### Met1 routing

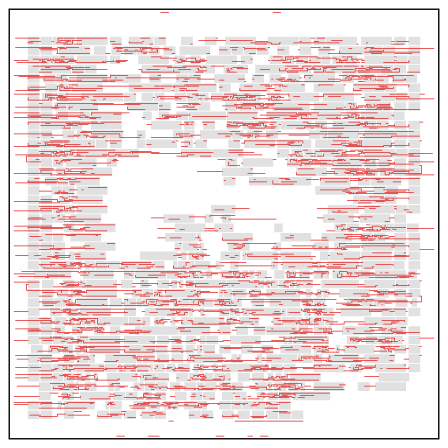
### Signal wires on met2

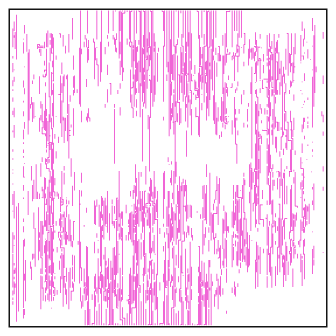
### Metal 3

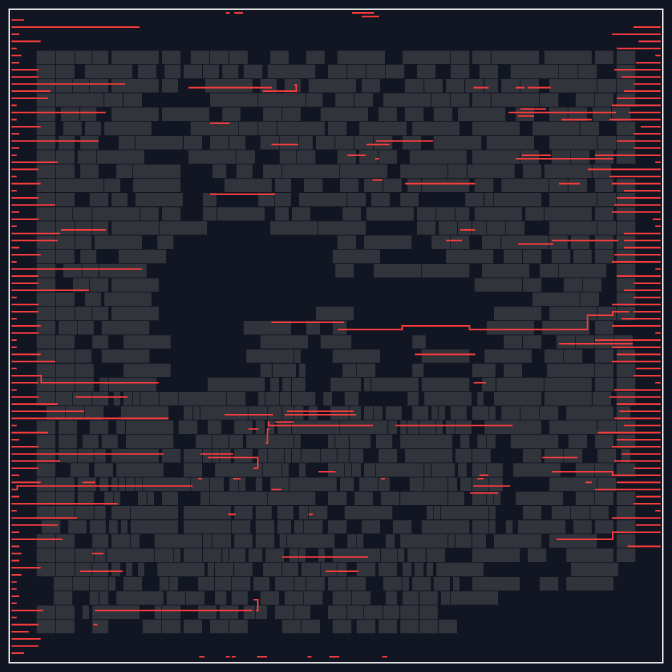
### Metal 4

Scale bar: 20 µm.
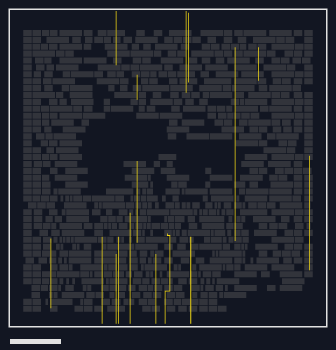
Design mem_port_arbiter_flat, sky130hd; sources not shown.
==> flow_metrics.tcl <==
# flow metrics
set metrics [dict create \
    status "finished clean" \
    fin_util 0.733 \
    grt_pass1_wl_um 29200 \
    seq_area_um2 3650 \
    power_frac_seq 0.300 \
    crit_buf_inv 2 \
    yosys.cell_types.count 45 \
    p_per_area_nw_per_um2 427 \
    cpPeakStageDelay_ns 0.85 \
    drv_slew 0 \
    path_clk_slew_ns 0.11 \
    powerSeq_mw 1.20 \
    grt_overflow 0 \
    inv_count 9 \
    start_kind "input port" \
    core_util_floorplan 0.494 \
    ys_area_um2 6310 \
    worstPathArrival_ns 4.97 \
    io_pins 267 \
    hold_class "reg2reg" \
    path_class "in2out" \
    worst_pin_slew_ns 0.871 \
    flop-count 146 \
    finalHoldViolCount 0 \
    wl_met3_um 1580 \
    cts_setup_buffers 0 \
    syn_area_per_cell_um2 12.6 \
    setup_viol 0 \
    grt_max_degree 99 \
    setup_slack_ns 1.08 \
    worstPathMaxFanout 2 \
    logic_area_um2 2380 \
    synth_seq_share 0.579 \
    gp_congestion 0.861 \
    share_comb_of_total_power 0.574 \
    switchingPower_mw 1.96 \
    pwr-share-clk 0.127 \
    drv_cap 0 \
    final_cell_mix "clkdlybuf4s50_1, dfrtp_1, a32o_1" \
    netlist_instances 501 \
    internal_power_mw 2.04 \
    pg_comb_mw 2.29 \
    met1_length_um 7170 \
    dominant_cells "flip-flops and latches" \
    postCtsResizedCells 0 \
    critPathRequiredTime_ns 6.05 \
    antenna_found_initial 1 \
    core_um2 12800 \
    detail_route.wl_per_cell_um 19.5 \
    comb_cells 304 \
    syn_area_um2 6310 \
    finalCriticalPeriod_ns 7.56 \
    drive_above_1_share 0.0668 \
    cts_buffers 17 \
    drtAntennaViolNets 0 \
    sh_seq_area 0.390 \
    top_cell_area_share 0.579 \
    comb-cell-share 0.254 \
    hold_ws_ns 0.493 \
    die_h_um 125 \
    yosysMostFrequentCell "dfrtp_1" \
    n_tap_cell 172 \
    cp_common_cell "clkdlybuf4s50_1" \
    slew_headroom 0.419 \
    period_used_share 0.875 \
    tns_ns 0 \
    synth.largest_area_cell "dfrtp_1" \
    drt_iter0_markers 421 \
    r2r_slack_ns 6.22 \
    cts_hold_buf 0 \
    floorplan.nets 638 \
    port_buffers 266 \
    flop_cell "dfrtp_1" \
    cts_tree "built" \
    path_cells "clkdlybuf4s50_1 > xor2_1 > nor4_1 > nand4_1 > o31ai_1 > clkdlybuf4s50_1" \
    dp_hpwl_um 13200 \
    clock-sinks 146 \
    ys_cells 501 \
    clock.latency.late_pin_ns 0.52 \
    ys_warn_count 0 \
    synth.top_cells.by_count "dfrtp_1, a32o_1, a22o_1, nand2_1, o21ai_0" \
    antenna_cells 1 \
    clockBufferCount 18 \
    htreeDepth 4 \
    worstSetupPathDepth 6 \
    fin_cells 936 \
    vdd_drop_max_v 0.000247 \
    rsz0062_at_grt "no" \
    power_leader "combinational cells" \
    grt_use_total 0.233 \
    clockNetworkAreaShare 0.0370 \
    critPathCaptureType "output pin" \
    area_leaders "dfrtp_1, a32o_1, a22o_1" \
    nonClkBufAreaFrac 0.291 \
    switching_share 0.490 \
    p_leak_nw 4.01 \
    drc 0 \
    clock_skew_ns 0.0170 \
    top_layer_used "met4" \
    cts_buffer_depth 2 \
    design_area_um2 9360 \
    hold_depth 2 \
    critPathSlowestCell "clkdlybuf4s50_1" \
    fin_nets 888 \
    chipWidth_um 125 \
    async_flop_share 1.00 \
    fmax_mhz 132 \
    post-place-ws_ns 1.08 \
    critPathTopFamily "buffers and inverters" \
    wl_met2_um 8940 \
    row_count 41 \
    n_fill_cell 823 \
    n_all_buffers 273 \
    numPlacedInstances 904 \
    area_growth_pct 48.3 \
    synth_flops 146 \
    layout.cells.most_common "clkdlybuf4s50_1" \
    vias_per_cell 5.68 \
    root_buffer "clkbuf_4" \
    reg2regPathDepth 7 \
    first_pass_iters 6 \
    dieArea_um2 15500 \
]
About 'Met1 routing':
769 nets have wire on it. The layer carries 7170 µm of wire. The longest straight run is 30.8 µm. The layer holds 39% of the routed length.
final WL: 18200 µm
met1 Use GR: 0.287
vias: 5318

About 'Signal wires on met2':
The layer carries 8940 µm of wire. The longest straight run is 49.4 µm. The wires run mostly vertical.
global routing usage on met2: 0.381

About 'Metal 3':
The longest straight run is 33.4 µm. 205 nets have wire on it. The layer carries 1580 µm of wire. The layer holds 8.7% of the routed length. The wires run mostly horizontal.
grt met3 use: 0.0755

About 'Metal 4':
The layer holds 2.9% of the routed length. The wires run mostly vertical. The longest straight run is 76.2 µm.

## kinds of logic (layout without fill, tap and decap cells)
| kind of cell | after synthesis | count (layout) | share of synthesized area |
|---|---|---|---|
| simple gates | 80 | 80 | 0.0629 |
| flops | 146 | 146 | 0.579 |
| mux | 31 | 31 | 0.0494 |
| buf+inv | 51 | 313 | 0.0470 |
| other cells | 0 | 1 | 0 |
| fa+ha+maj | 4 | 4 | 0.00793 |
| xor+xnor | 38 | 38 | 0.0527 |
| compound gates | 151 | 151 | 0.201 |
## routing by layer
| metal | vias to the layer above | GRT usage |
|---|---|---|
| li1 | 2386 | - |
| met1 | 2608 | 0.287 |
| met2 | 287 | 0.381 |
| met3 | 37 | 0.0755 |
| met4 | 0 | 0.0903 |
| met5 | - | 0 |
Power is estimated from default activity; no workload was simulated.
